Wiring by layer:
Bar = 20 um. Two of the layers only.
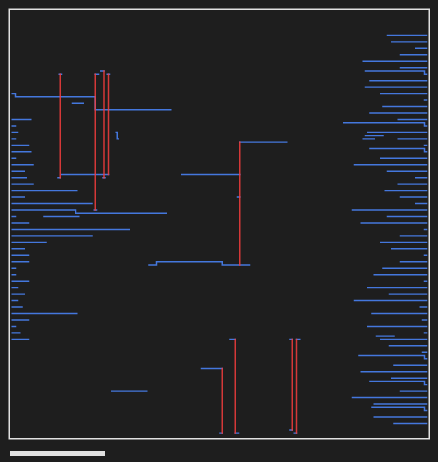
Cells colored by class:
Bar = 20 um.
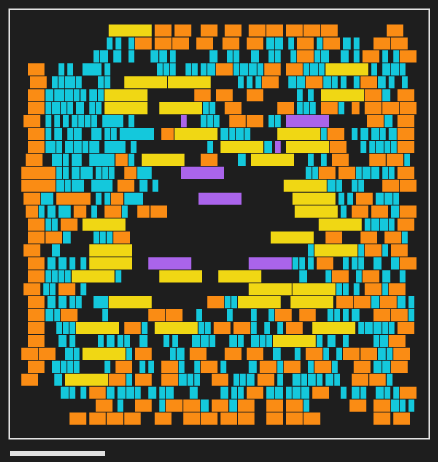
Congestion heat map:
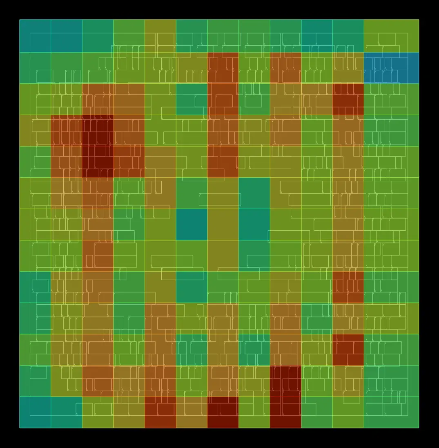
===== config.mk =====
export PLATFORM = sky130hd
export DESIGN_NAME = stream_muxn_flat
export DESIGN_NICKNAME = d
export VERILOG_FILES = /design/src/rtl/stream_muxn_if.sv /design/src/rtl/stream_muxn.sv /design/src/flat_wrapper.sv
export SDC_FILE = /design/constraint.sdc
export NUM_CORES = 1
export LEC_CHECK = 0
export ABC_AREA = 1
export CAP_MARGIN = 15
export CORE_AREA = 2 2 86 88
export CTS_BUF_LIST = sky130_fd_sc_hd__clkbuf_16
export CTS_CLUSTER_SIZE = 8
export DETAILED_ROUTE_END_ITERATION = 7
export DIE_AREA = 0 0 88 90
export PLACE_DENSITY = 0.89
export SETUP_SLACK_MARGIN = 0.05
export SYNTH_ARGS = -nofsm -noshare
export SYNTH_HDL_FRONTEND = slang
export SYNTH_SLANG_ARGS = --single-unit
export TNS_END_PERCENT = 1

===== constraint.sdc =====
create_clock -name clk -period 4.9 [get_ports clk]
set_input_delay 0.98 -clock clk [delete_from_list [all_inputs] [get_ports clk]]
set_output_delay 0.98 -clock clk [all_outputs]
set_load 0.1 [all_outputs]

===== src/rtl/stream_muxn_if.sv =====
// Handshake bundle for stream_muxn: N producer channels in, one registered stream out.
// master is the environment side (producers + consumer), slave is the mux.
interface stream_muxn_if #(
    parameter int BITWIDTH = 32,
    parameter int CHANNELS = 4,
    parameter int SEL_W    = 2
);
    logic                         mode;
    logic [SEL_W-1:0]             sel;
    logic [CHANNELS-1:0]          in_valid;
    logic [CHANNELS*BITWIDTH-1:0] in_data;
    logic [CHANNELS-1:0]          in_ready;
    logic                         out_valid;
    logic [BITWIDTH-1:0]          out_data;
    logic [SEL_W-1:0]             out_chan;
    logic                         out_ready;

    modport master (
        output mode, sel, in_valid, in_data, out_ready,
        input  in_ready, out_valid, out_data, out_chan
    );

    modport slave (
        input  mode, sel, in_valid, in_data, out_ready,
        output in_ready, out_valid, out_data, out_chan
    );
endinterface


===== src/rtl/stream_muxn.sv =====
// N-channel valid/ready stream mux with a single registered output stage.
// Fixed-select or round-robin arbitration; one transfer per cycle sustained.
module stream_muxn #(
    parameter int BITWIDTH = 32,
    parameter int CHANNELS = 4,
    parameter int SEL_W    = 2
) (
    input  logic         clk,
    input  logic         rst_n,
    stream_muxn_if.slave bus
);
    logic                load_en;
    logic                xfer;
    logic                grant_vld;
    logic [SEL_W-1:0]    grant;
    logic [SEL_W-1:0]    ptr;
    logic                sel_in_range;
    logic                sel_valid;
    logic                hi_vld;
    logic                lo_vld;
    logic [SEL_W-1:0]    hi_idx;
    logic [SEL_W-1:0]    lo_idx;
    logic [BITWIDTH-1:0] mux_data;

    assign load_en      = rst_n & (~bus.out_valid | bus.out_ready);
    assign sel_in_range = {1'b0, bus.sel} < (SEL_W+1)'(CHANNELS);

    // Descending scan: the last hit is the lowest index. hi_* covers ptr..CHANNELS-1,
    // lo_* covers the whole range and is the wrapped fallback.
    always_comb begin
        sel_valid = 1'b0;
        hi_vld    = 1'b0;
        lo_vld    = 1'b0;
        hi_idx    = '0;
        lo_idx    = '0;
        for (int i = CHANNELS - 1; i >= 0; i--) begin
            if (bus.sel == SEL_W'(i)) sel_valid = bus.in_valid[i];
            if (bus.in_valid[i]) begin
                lo_vld = 1'b1;
                lo_idx = SEL_W'(i);
                if (SEL_W'(i) >= ptr) begin
                    hi_vld = 1'b1;
                    hi_idx = SEL_W'(i);
                end
            end
        end
    end

    always_comb begin
        if (bus.mode) begin
            grant_vld = hi_vld | lo_vld;
            grant     = hi_vld ? hi_idx : lo_idx;
        end else begin
            grant_vld = sel_in_range & sel_valid;
            grant     = bus.sel;
        end
    end

    assign xfer = load_en & grant_vld;

    // Fixed-mode ready follows sel alone so a channel never sees its neighbours' valids.
    always_comb begin
        bus.in_ready = '0;
        mux_data     = '0;
        for (int i = 0; i < CHANNELS; i++) begin
            if (grant == SEL_W'(i)) mux_data = bus.in_data[i*BITWIDTH +: BITWIDTH];
            if (bus.mode)
                bus.in_ready[i] = load_en & grant_vld & (grant == SEL_W'(i));
            else
                bus.in_ready[i] = load_en & (bus.sel == SEL_W'(i));
        end
    end

    always_ff @(posedge clk or negedge rst_n) begin
        if (!rst_n) begin
            bus.out_valid <= 1'b0;
            bus.out_data  <= '0;
            bus.out_chan  <= '0;
            ptr           <= '0;
        end else if (xfer) begin
            bus.out_valid <= 1'b1;
            bus.out_data  <= mux_data;
            bus.out_chan  <= grant;
            if (bus.mode)
                ptr <= (grant == SEL_W'(CHANNELS - 1)) ? '0 : grant + SEL_W'(1);
        end else if (bus.out_ready) begin
            bus.out_valid <= 1'b0;
        end
    end
endmodule

===== src/flat_wrapper.sv =====
// flat-port wrapper written by rule: the top's interface ports become plain ports
module stream_muxn_flat 
#(
    parameter int BITWIDTH = 32,
    parameter int CHANNELS = 4,
    parameter int SEL_W    = 2
)
  (clk, rst_n, bus_mode, bus_sel, bus_in_valid, bus_in_data, bus_out_ready, bus_in_ready, bus_out_valid, bus_out_data, bus_out_chan);
  stream_muxn_if #(.BITWIDTH(BITWIDTH), .CHANNELS(CHANNELS), .SEL_W(SEL_W)) bus_i ();
  input  logic clk;
  input  logic rst_n;
  input wire logic [$bits(bus_i.mode)-1:0] bus_mode;
  input wire logic [$bits(bus_i.sel)-1:0] bus_sel;
  input wire logic [$bits(bus_i.in_valid)-1:0] bus_in_valid;
  input wire logic [$bits(bus_i.in_data)-1:0] bus_in_data;
  input wire logic [$bits(bus_i.out_ready)-1:0] bus_out_ready;
  output wire logic [$bits(bus_i.in_ready)-1:0] bus_in_ready;
  output wire logic [$bits(bus_i.out_valid)-1:0] bus_out_valid;
  output wire logic [$bits(bus_i.out_data)-1:0] bus_out_data;
  output wire logic [$bits(bus_i.out_chan)-1:0] bus_out_chan;
  assign bus_i.mode = bus_mode;
  assign bus_i.sel = bus_sel;
  assign bus_i.in_valid = bus_in_valid;
  assign bus_i.in_data = bus_in_data;
  assign bus_i.out_ready = bus_out_ready;
  assign bus_in_ready = bus_i.in_ready;
  assign bus_out_valid = bus_i.out_valid;
  assign bus_out_data = bus_i.out_data;
  assign bus_out_chan = bus_i.out_chan;
  stream_muxn #(.BITWIDTH(BITWIDTH), .CHANNELS(CHANNELS), .SEL_W(SEL_W)) u_core (.clk(clk), .rst_n(rst_n), .bus(bus_i));
endmodule

==> impl.org <==
#+TITLE: Physical design notes

** Outcome
- The flow ran to the end, and the final reports show no timing, DRC or antenna violations.

** Synthesis
- Of the total synthesized cell area, the portion taken by AND-OR and OR-AND cells is 0.203.
- Post-Syn Instances :: 433
- Commonest cells in the netlist :: sky130_fd_sc_hd__nand2_1, sky130_fd_sc_hd__o21ai_0, sky130_fd_sc_hd__dfrtp_1
- The share of the Yosys chip area taken by registers is 0.343.
- Each instance of the synthesized netlist takes up on average between 6 and 7 um2.
- Of the total synthesized cell area, the portion taken by AND, OR, NAND and NOR gates is 0.353.
- Post-synth regs :: 37
- For this run, the leading register cell type out of synthesis is sky130_fd_sc_hd__dfrtp_1.
- The netlist uses 26 different library cells.
- For this design, Yosys synthesis ends with a cell count of 433.

** Pwr
- The power report attributes to the sequential group a share of 0.207.
- The share of total power dissipated in the clock network is 0.129.
- Dividing total power by cell area gives a power density of between 400 and 500 nW/um2.
- The leakage power in the latest report is 2.12 nW.
- The power report attributes to the combinational group a share of 0.664.
- The clock network consumes a total of 0.287 mW.
- Heaviest power group :: combinational cells
- Net switching power :: 1.24 mW
- After layout, the design draws a total of between 2 and 2.5 mW.
- Power attributed to combinational cells is 1.48 mW.
- Share of total power consumed by net switching :: 0.556

** Drt
- Number of vias in the routed layout :: 3,391
- Number of nets with antenna violations after detailed routing :: 0
- After detailed routing, the met2 layer carries between 4 and 5 mm of wire.
- Count of TritonRoute iterations in the first routing pass :: 4
- For this block, wires on met1 add up to 3.84 mm.
- The first routing iteration left 104 violations.
- Total length of routed wires :: 9.54 mm
- Detailed route wirelength on metal3 :: 831 um
- Highest metal layer with signal wires :: met4
- The script parses the final routing iteration and logs DRC violations as 0.

** Worst setup path
- STA classifies the critical path endpoint as a primary output.
- Class of the most critical setup path :: input pin to primary output
- The data required time reported for the critical path is 3.92 ns.
- Largest incremental delay on the critical path :: approximately 0.55 ns
- Crit start category :: input pin
- CP Depth :: 11
- The signal on the critical path passes through clkdlybuf4s50_1, inv_1, nor2_1, o21ai_0, o21ai_0, inv_1, ha_1, buf_4, inv_1, o21bai_1, buf_12.
- Number of buffer and inverter instances along the worst setup path :: 6
- R2R Path Start :: u_core.ptr[1]
- Setup slack on the worst reg-to-reg path comes out at 2.19 ns.
- WP data arrival :: 3.29 ns
- The capture point of the worst register-to-register path is recorded as u_core.bus.out_data[4].
- Launch point of the worst path :: bus_mode
- CP max stage cell :: sky130_fd_sc_hd__clkdlybuf4s50_1

** Clock tree
- The clock reaches the later pin of the worst-skew pair after 0.27 ns.
- Count of clock tree sinks :: 37
- Per the post-CTS timing run, clock transition at the registers of the reported paths is 0.05 ns.
- CTS added clock buffers totalling 5.
- H-tree depth reported by CTS :: 2

** STA
- Clock skew after layout :: about 0.0028 ns
- The tightest hold path in the finished design has a slack of between 0.4 and 0.5 ns.
- In the final report, the number of endpoints failing setup comes to 0.
- Aggregate negative setup slack :: 0 ns
- Post-layout period usage of the worst path :: 0.872
- Shortest period the worst path allows :: 4.27 ns
- Number of pins with negative max-slew slack in the final report :: 0
- Static timing analysis puts the maximum clock frequency at 234 MHz.

** Min path
- STA reports the tightest min-delay check as being of type flop to flop.
- Hold worst-path end :: u_core.bus.out_data[25]
- Hold path depth :: 2

** Placed design
- Note, the detailed placer reported a final HPWL of 7.13 mm.
- The congestion estimate from routability-driven global placement came to 0.954.
- # port buffers :: ~180
- Placed cell count :: slightly below 700

** Layout
- Leaving out the clock tree, the finished layout contains an inverter count of 18.
- Number of flip-flops and latches :: 37
- The registers reported with the highest flop counts are u_core.bus.out_data x32, u_core.bus.out_chan x2, u_core.ptr x2.
- Fraction of final layout cells sized beyond drive strength 1 :: 0.0455
- Area growth, synth to finish :: 71.7%
- By area, the class that comes first in the final layout consists of non-clock buffers.
- The layout report gives the register share of total cell area as 0.200.
- Sequential Area :: between 900 and 1000 um2
- Of all the cell area in the finished design, the clock network holds 0.0286.
- Leaving out filler cells and counting taps, the final layout contains 693.
- Antenna diode count :: 0
- The clock buffers instantiated in the layout total 5.
- The final layout report lists a filler cell count of between 600 and 700.
- The multi-input combinational cells in the finished layout cover a total of 1560 um2.
- The number of multi-input combinational cells in the layout is 350.
- Most common library cell in the layout ignoring fill and taps :: sky130_fd_sc_hd__nand2_1
- Fin nets :: around 740
- The register with the most flip-flops in the layout has 32 of them.

** Floorplanning
- Die x size :: roughly 90 um
- The flow inserted 99 tap cells.
- Placeable core region :: 7020 um2
- The die covers 7920 um2.
- Total number of placement rows :: 31

** Global route
- For this run, the total global-route usage over all layers was measured as 0.238.
- Antenna violations before repair :: 0
- The first global-routing pass estimated 15.2 mm of wire.
- Largest net degree at the start of global routing :: 65
- Global routing finished with a remaining overflow of 0.

** Run
- The number of maximum-capacitance violations recorded for the run is 0.
-- 'wiring by layer' (at the start) --
color	layer	wire length
blue	M3	831 um
red	M4	192 um

-- 'cells colored by class' (at the start) --
color	class	cells	share of their area
cyan	remaining logic cells	368	36%
yellow	sequential cells	37	21%
orange	remaining buffers and delay cells	182	41%
purple	clock drivers and dummy loads	7	2.9%

-- 'congestion heat map' (at the start) --
met2 demand-to-capacity share in global routing: 0.423
routing layer with the top usage in global route: met2
met3 demand-to-capacity share in global routing: 0.0643
Final Util: 0.661
drt wl/cell: 13.8 um

No activity file was given, so power comes from the tool's default toggle rates.
